===== config.mk =====
export PLATFORM = sky130hd
export DESIGN_NAME = main_bus_arbiter_flat
export DESIGN_NICKNAME = d
export VERILOG_FILES = /design/src/rtl/main_bus_pkg.sv /design/src/rtl/main_bus_arbiter_if.sv /design/src/rtl/bus_rsp_tracker.sv /design/src/rtl/main_bus_arbiter.sv /design/src/flat_wrapper.sv
export SDC_FILE = /design/constraint.sdc
export NUM_CORES = 1
export LEC_CHECK = 0
export CAP_MARGIN = 20
export CORE_AREA = 2 2 117 119
export CTS_CLUSTER_SIZE = 8
export DETAILED_ROUTE_END_ITERATION = 7
export DIE_AREA = 0 0 119 121
export GPL_TIMING_DRIVEN = 0
export SLEW_MARGIN = 15
export SYNTH_ARGS = -nofsm -noshare
export SYNTH_HDL_FRONTEND = slang
export SYNTH_SLANG_ARGS = --single-unit
export TNS_END_PERCENT = 50

===== constraint.sdc =====
create_clock -name cpu_clk -period 2.06 [get_ports cpu_clk]
set_input_delay 0.618 -clock cpu_clk [delete_from_list [all_inputs] [get_ports cpu_clk]]
set_output_delay 0.618 -clock cpu_clk [all_outputs]
set_load 0.005 [all_outputs]

===== src/rtl/main_bus_pkg.sv =====
// Shared types and constants for the main bus arbiter and its response tracker.
package main_bus_pkg;

  // Arbiter ownership states.
  typedef enum logic [1:0] {
    ST_IDLE = 2'd0,
    ST_OWN0 = 2'd1,
    ST_OWN1 = 2'd2
  } arb_state_t;

  // One slot of the read-response shift register: owner 0 = CPU, 1 = secondary.
  typedef struct packed {
    logic valid;
    logic owner;
  } rsp_tag_t;

  // Word-access mask: memory never sees byte-offset bits.
  localparam logic [31:0] MEM_ADDR_ALIGN = 32'hFFFF_FFFC;

  function automatic logic [31:0] align_addr(input logic [31:0] addr);
    return addr & MEM_ADDR_ALIGN;
  endfunction

endpackage


===== src/rtl/main_bus_arbiter_if.sv =====
// Per-master request/response bundle for the main bus arbiter.
//
// Handshake: a beat transfers in any cycle where valid and ready are both
// high. Once valid is raised the master keeps valid, write, addr, wdata and
// lock stable until ready is seen. lock asks the arbiter to keep the grant
// after this beat. rvalid pulses for one cycle with rdata for every
// accepted read; rdata is zero whenever rvalid is low.
interface main_bus_arbiter_if;
  logic        valid;
  logic        write;
  logic [31:0] addr;
  logic [31:0] wdata;
  logic        lock;
  logic        ready;
  logic        rvalid;
  logic [31:0] rdata;

  modport master (
    output valid, write, addr, wdata, lock,
    input  ready, rvalid, rdata
  );

  modport slave (
    input  valid, write, addr, wdata, lock,
    output ready, rvalid, rdata
  );
endinterface


===== src/rtl/bus_rsp_tracker.sv =====
// Tagged read-response shift register. Every accepted read pushes its owner
// tag; after MEM_LATENCY cycles the tag reaches the tail, where mem_rdata is
// steered to that owner and its rvalid pulses for one cycle.
module bus_rsp_tracker
  import main_bus_pkg::*;
#(
  parameter int MEM_LATENCY = 2
) (
  input  logic        clk,
  input  logic        rst,
  input  logic        push,
  input  logic        push_owner,
  input  logic [31:0] mem_rdata,
  output logic        rvalid0,
  output logic        rvalid1,
  output logic [31:0] rdata0,
  output logic [31:0] rdata1
);

  rsp_tag_t [MEM_LATENCY-1:0] pipe;
  rsp_tag_t                   tail;

  // Shift one slot per cycle; reset drops anything still in flight.
  always_ff @(posedge clk or negedge rst) begin
    if (!rst) begin
      pipe <= '0;
    end else begin
      pipe[0] <= '{valid: push, owner: push_owner};
      for (int i = 1; i < MEM_LATENCY; i++) begin
        pipe[i] <= pipe[i-1];
      end
    end
  end

  // Route the memory data to the tagged master only; the other sees zero.
  always_comb begin
    tail    = pipe[MEM_LATENCY-1];
    rvalid0 = tail.valid & ~tail.owner;
    rvalid1 = tail.valid & tail.owner;
    rdata0  = rvalid0 ? mem_rdata : '0;
    rdata1  = rvalid1 ? mem_rdata : '0;
  end

endmodule


===== src/rtl/main_bus_arbiter.sv =====
// Two-master round-robin arbiter for the single-ported main bus memory.
// Master 0 is the CPU, master 1 the boot loader / debug port. The owner may
// hold the grant with lock so read-modify-write sequences stay atomic.
// Optional lock watchdog: define BUS_ARB_WATCHDOG_EN to break locks held for
// LOCK_TIMEOUT consecutive cycles and raise the sticky lock_err flag.
module main_bus_arbiter
  import main_bus_pkg::*;
#(
  parameter int MEM_LATENCY  = 2,
  parameter int LOCK_TIMEOUT = 64
) (
  input  logic                cpu_clk,
  input  logic                rst,
  main_bus_arbiter_if.slave   m0,
  main_bus_arbiter_if.slave   m1,
  output logic                mem_re,
  output logic                mem_we,
  output logic [31:0]         mem_addr,
  output logic [31:0]         mem_wdata,
  input  logic [31:0]         mem_rdata,
  output logic                lock_err,
  output arb_state_t          dbg_state
);

  arb_state_t  state;
  logic        last_served;
  logic        own0;
  logic        own1;
  logic        beat;
  logic        beat_write;
  logic [31:0] beat_addr;
  logic [31:0] beat_wdata;
  logic        owner_lock;
  logic        lock_eff;
  logic        rv0;
  logic        rv1;
  logic [31:0] rd0;
  logic [31:0] rd1;

  assign dbg_state = state;

  // Grant decode and memory-side beat mux; an accepted beat drives mem_* this cycle.
  always_comb begin
    own0       = (state == ST_OWN0);
    own1       = (state == ST_OWN1);
    m0.ready   = own0 & m0.valid;
    m1.ready   = own1 & m1.valid;
    beat       = m0.ready | m1.ready;
    beat_write = own1 ? m1.write : m0.write;
    beat_addr  = own1 ? m1.addr  : m0.addr;
    beat_wdata = own1 ? m1.wdata : m0.wdata;
    owner_lock = (own0 & m0.lock) | (own1 & m1.lock);
    mem_re     = beat & ~beat_write;
    mem_we     = beat & beat_write;
    mem_addr   = beat ? align_addr(beat_addr) : '0;
    mem_wdata  = mem_we ? beat_wdata : '0;
  end

`ifdef BUS_ARB_WATCHDOG_EN
  localparam int CW = $clog2(LOCK_TIMEOUT + 1);

  logic [CW-1:0] lock_cnt;
  logic          lock_timeout;

  // The cycle that would be the LOCK_TIMEOUT-th consecutive locked cycle is
  // treated as unlocked, so the owner is released at the end of it.
  assign lock_timeout = owner_lock && (lock_cnt == CW'(LOCK_TIMEOUT - 1));
  assign lock_eff     = owner_lock & ~lock_timeout;

  // Count consecutive locked-owner cycles; latch the sticky error on expiry.
  always_ff @(posedge cpu_clk or negedge rst) begin
    if (!rst) begin
      lock_cnt <= '0;
      lock_err <= 1'b0;
    end else begin
      lock_cnt <= lock_eff ? lock_cnt + 1'b1 : '0;
      if (lock_timeout) begin
        lock_err <= 1'b1;
      end
    end
  end
`else
  logic unused_timeout;

  assign unused_timeout = (LOCK_TIMEOUT > 0);
  assign lock_eff       = owner_lock;
  assign lock_err       = 1'b0;
`endif

  // Ownership FSM with the round-robin last-served pointer.
  always_ff @(posedge cpu_clk or negedge rst) begin
    if (!rst) begin
      state       <= ST_IDLE;
      last_served <= 1'b1;
    end else begin
      case (state)
        ST_IDLE: begin
          if (m0.valid && m1.valid) begin
            state <= last_served ? ST_OWN0 : ST_OWN1;
          end else if (m0.valid) begin
            state <= ST_OWN0;
          end else if (m1.valid) begin
            state <= ST_OWN1;
          end
        end
        ST_OWN0: begin
          if (!(m0.valid || lock_eff)) begin
            last_served <= 1'b0;
            state       <= m1.valid ? ST_OWN1 : ST_IDLE;
          end
        end
        ST_OWN1: begin
          if (!(m1.valid || lock_eff)) begin
            last_served <= 1'b1;
            state       <= m0.valid ? ST_OWN0 : ST_IDLE;
          end
        end
        default: state <= ST_IDLE;
      endcase
    end
  end

  bus_rsp_tracker #(
    .MEM_LATENCY (MEM_LATENCY)
  ) u_rsp (
    .clk        (cpu_clk),
    .rst        (rst),
    .push       (mem_re),
    .push_owner (own1),
    .mem_rdata  (mem_rdata),
    .rvalid0    (rv0),
    .rvalid1    (rv1),
    .rdata0     (rd0),
    .rdata1     (rd1)
  );

  assign m0.rvalid = rv0;
  assign m0.rdata  = rd0;
  assign m1.rvalid = rv1;
  assign m1.rdata  = rd1;

endmodule


===== src/flat_wrapper.sv =====
// flat-port wrapper written by rule: the top's interface ports become plain ports
module main_bus_arbiter_flat import main_bus_pkg::*;
#(
  parameter int MEM_LATENCY  = 2,
  parameter int LOCK_TIMEOUT = 64
)
  (cpu_clk, rst, mem_re, mem_we, mem_addr, mem_wdata, mem_rdata, lock_err, dbg_state, m0_valid, m0_write, m0_addr, m0_wdata, m0_lock, m0_ready, m0_rvalid, m0_rdata, m1_valid, m1_write, m1_addr, m1_wdata, m1_lock, m1_ready, m1_rvalid, m1_rdata);
  main_bus_arbiter_if m0_i ();
  main_bus_arbiter_if m1_i ();
  input  logic cpu_clk;
  input  logic rst;
  output logic mem_re;
  output logic mem_we;
  output logic [31:0] mem_addr;
  output logic [31:0] mem_wdata;
  input  logic [31:0] mem_rdata;
  output logic lock_err;
  output arb_state_t dbg_state;
  input wire logic [$bits(m0_i.valid)-1:0] m0_valid;
  input wire logic [$bits(m0_i.write)-1:0] m0_write;
  input wire logic [$bits(m0_i.addr)-1:0] m0_addr;
  input wire logic [$bits(m0_i.wdata)-1:0] m0_wdata;
  input wire logic [$bits(m0_i.lock)-1:0] m0_lock;
  output wire logic [$bits(m0_i.ready)-1:0] m0_ready;
  output wire logic [$bits(m0_i.rvalid)-1:0] m0_rvalid;
  output wire logic [$bits(m0_i.rdata)-1:0] m0_rdata;
  input wire logic [$bits(m1_i.valid)-1:0] m1_valid;
  input wire logic [$bits(m1_i.write)-1:0] m1_write;
  input wire logic [$bits(m1_i.addr)-1:0] m1_addr;
  input wire logic [$bits(m1_i.wdata)-1:0] m1_wdata;
  input wire logic [$bits(m1_i.lock)-1:0] m1_lock;
  output wire logic [$bits(m1_i.ready)-1:0] m1_ready;
  output wire logic [$bits(m1_i.rvalid)-1:0] m1_rvalid;
  output wire logic [$bits(m1_i.rdata)-1:0] m1_rdata;
  assign m0_i.valid = m0_valid;
  assign m0_i.write = m0_write;
  assign m0_i.addr = m0_addr;
  assign m0_i.wdata = m0_wdata;
  assign m0_i.lock = m0_lock;
  assign m0_ready = m0_i.ready;
  assign m0_rvalid = m0_i.rvalid;
  assign m0_rdata = m0_i.rdata;
  assign m1_i.valid = m1_valid;
  assign m1_i.write = m1_write;
  assign m1_i.addr = m1_addr;
  assign m1_i.wdata = m1_wdata;
  assign m1_i.lock = m1_lock;
  assign m1_ready = m1_i.ready;
  assign m1_rvalid = m1_i.rvalid;
  assign m1_rdata = m1_i.rdata;
  main_bus_arbiter #(.MEM_LATENCY(MEM_LATENCY), .LOCK_TIMEOUT(LOCK_TIMEOUT)) u_core (.cpu_clk(cpu_clk), .rst(rst), .m0(m0_i), .m1(m1_i), .mem_re(mem_re), .mem_we(mem_we), .mem_addr(mem_addr), .mem_wdata(mem_wdata), .mem_rdata(mem_rdata), .lock_err(lock_err), .dbg_state(dbg_state));
endmodule

==> qor.txt <==
Fin. Hold Viols: 0
critical path class: reg2out
remaining global-route overflow: 0
initial antenna violation count: 0
initial DRC count: 79
Synth Seq Share: 10.0%
post-route setup slack: -0.279 ns
Worst Hold Launch: u_core.u_rsp.pipe[0]$_DFF_PN0_
DRC: 0
MUX share of area: 0%
syn avg cell area: 5.53 um^2
# setup viols final: 66
Leak: 0.00285 uW
total negative slack: -13.11 ns
WHS Path Cells: 0
most used cell, CP: buf_6
detailed-placement wirelength estimate: 9140 um
status: finished with violations
ANT cells: 0
cell depth of the worst setup path: 8
Unique cell types: 26
clk slew on worst S/H paths: 0.04 ns
Initial Utilization: 13.5%
Bufs and invs on worst path: 5
Worst path slowest cell: dfrtp_1
failing checks: negative setup slack
number of global-route vias before repair: 3513
die height: 121 um
[area by class of cell]
| cell class | instances | area (um^2) | share of cell area [%] |
|---|---|---|---|
| Sequential cell | 7 | 180 | 3.16 |
| Clock buffer | 4 | 78.8 | 1.38 |
| Inverter | 2 | 20.0 | 0.351 |
| Tap cell | 176 | 220 | 3.86 |
| Buffer | 32 | 354 | 6.21 |
| Timing Repair Buffer | 343 | 3070 | 53.8 |
| Multi-Input combinational cell | 279 | 1780 | 31.2 |
[state kept, by name, indices dropped and copies added (netlist names)]
signal	flops
u_core.u_rsp.pipe	4
u_core.last_served	1
u_core.dbg_state	2
[Yosys cell counts]
| cell type | count | area (um^2) |
|---|---|---|
| a21oi_1 | 67 | 335 |
| nor2b_1 | 1 | 6.26 |
| o21ai_0 | 2 | 10.0 |
| nand2_1 | 124 | 465 |
| o21a_1 | 2 | 15.0 |
| nand4b_1 | 1 | 8.76 |
| a22oi_2 | 1 | 12.5 |
| nor2_1 | 2 | 7.51 |
| and3_1 | 32 | 200 |
| inv_2 | 1 | 3.75 |
| a211oi_1 | 1 | 7.51 |
| dfstp_2 | 1 | 26.3 |
| and2_1 | 36 | 225 |
| clkinv_2 | 1 | 5.00 |
| dfrtp_1 | 6 | 150 |
| a31oi_4 | 1 | 21.3 |
| conb_1 | 1 | 3.75 |
| and2b_4 | 1 | 10.0 |
| buf_4 | 11 | 82.6 |
| buf_6 | 6 | 67.6 |
| o31ai_1 | 1 | 7.51 |
| nand2b_1 | 2 | 12.5 |
| buf_2 | 2 | 10.0 |
| clkbuf_1 | 14 | 52.6 |
| o22ai_1 | 1 | 6.26 |
| and4b_1 | 1 | 10.0 |
[stage by stage]
| step | utilization (%) | total power (uW) | worst slack [ns] | cells |
|---|---|---|---|---|
| 3_5_place_dp | 37.9 | 3100 | -1.13 | 794 |
| 4_1_cts | 42.1 | 4420 | -0.295 | 840 |
| 5_1_grt | 43.6 | 5060 | -0.351 | 843 |
| 3_3_place_gp | 37.9 | 3070 | -1.10 | 794 |
| 6_report | 43.6 | 4710 | -0.279 | 843 |
| 2_1_floorplan | - | 1510 | 0.184 | 321 |
[routing by layer]
layer  track usage [%]  up-vias
li1                  -     1740
met1              17.7     1627
met2              30.7      166
met3              2.91       11
met4              2.75        0
met5                 0        -
[report_power, final]
group | internal, uW | switching (uW) | total, uW
sequential | 201 | 63.9 | 265
combinational | 2280 | 1840 | 4120
clock | 258 | 74.3 | 332
[cells by family (layout without fill, tap and decap cells)]
kind of cell | count (synthesis) | after routing
other cells | 1 | 3
simple gates | 200 | 200
buf+inv | 35 | 381
compound gates | 76 | 76
flops | 7 | 7
[repair_timing]
| action | in CTS | in global routing |
|---|---|---|
| resized | 562 | 81 |
| gates cloned | 9 | 1 |
| pin swaps | 16 | 32 |
| buffers inserted | 33 | 5 |
| hold endpoints to repair | 0 | 0 |
| endpoints found under the setup margin | 132 | 113 |
### The metal 1 layer

The bar under the picture is 20 um long. Supply wires on this layer in grey.
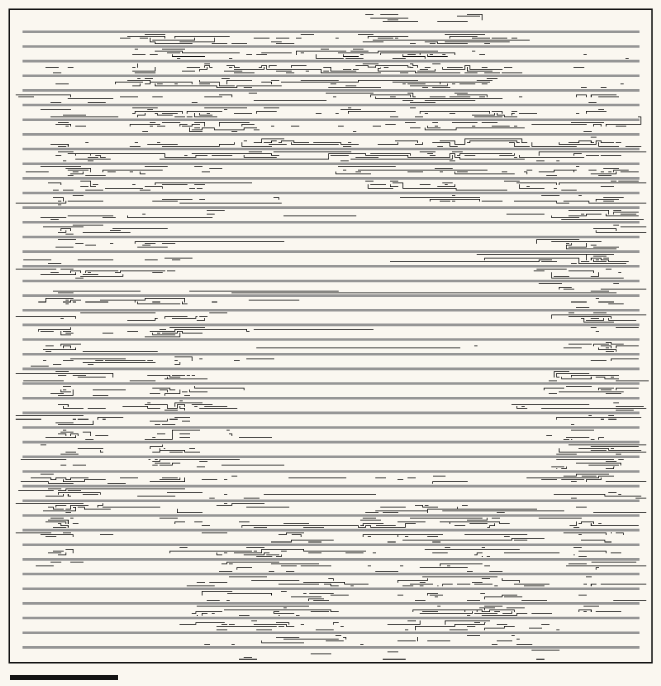
The longest straight run is 71.3 um. The layer holds 39% of the routed length. 704 nets have wire on it.
met1 Track Usage GR: 17.7%
Detailed Route WL: 12400 um
via count: 3544

### Met2 routing

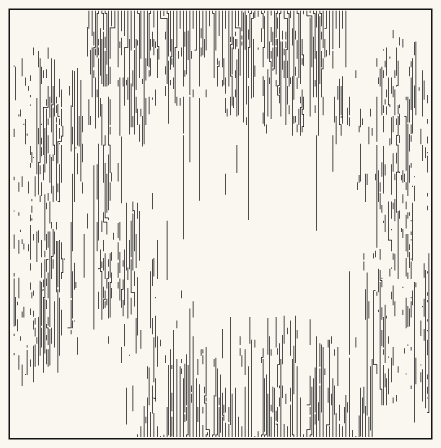
The layer holds 53% of the routed length. 731 nets have wire on it. The longest straight run is 46.2 um.

### M3 wires

The bar under the picture is 20 um long. Cells faint in the background.
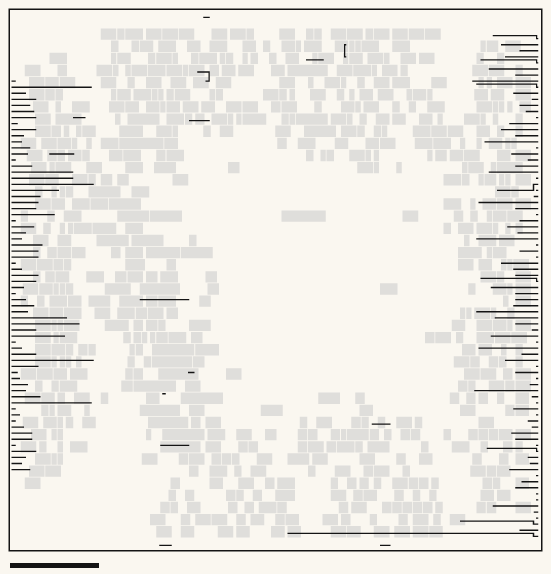
The wires run mostly horizontal. The longest straight run is 55.0 um. The layer carries 894 um of wire.

### Signal wires on met4

Supply wires on this layer in grey.
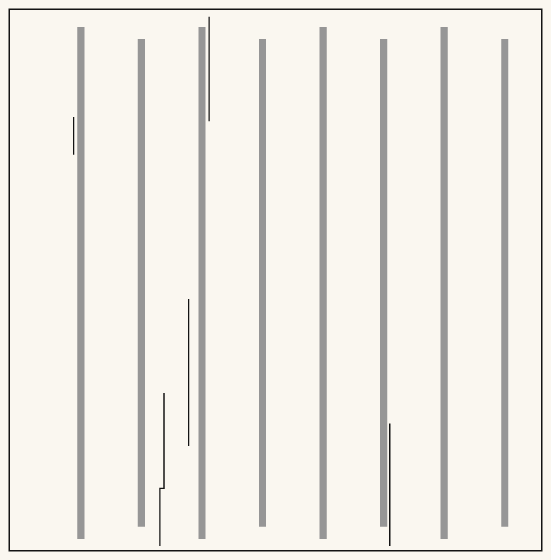
The layer holds 1.0% of the routed length. 5 nets have wire on it. The wires run mostly vertical. The layer carries 126 um of wire. The longest straight run is 32.6 um.

### The clock network

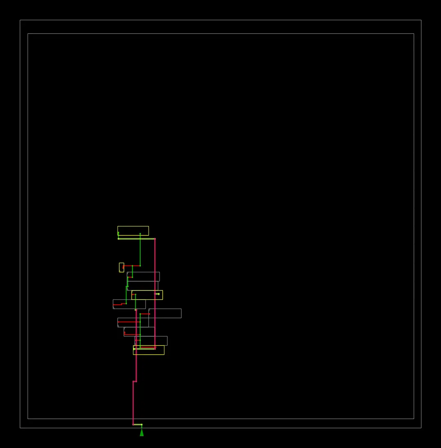
CTS Buf Count: 3
Clock buffer cells: 4
clock sinks: 7

Power figures rest on the tool's default switching activity, not on a simulated workload.
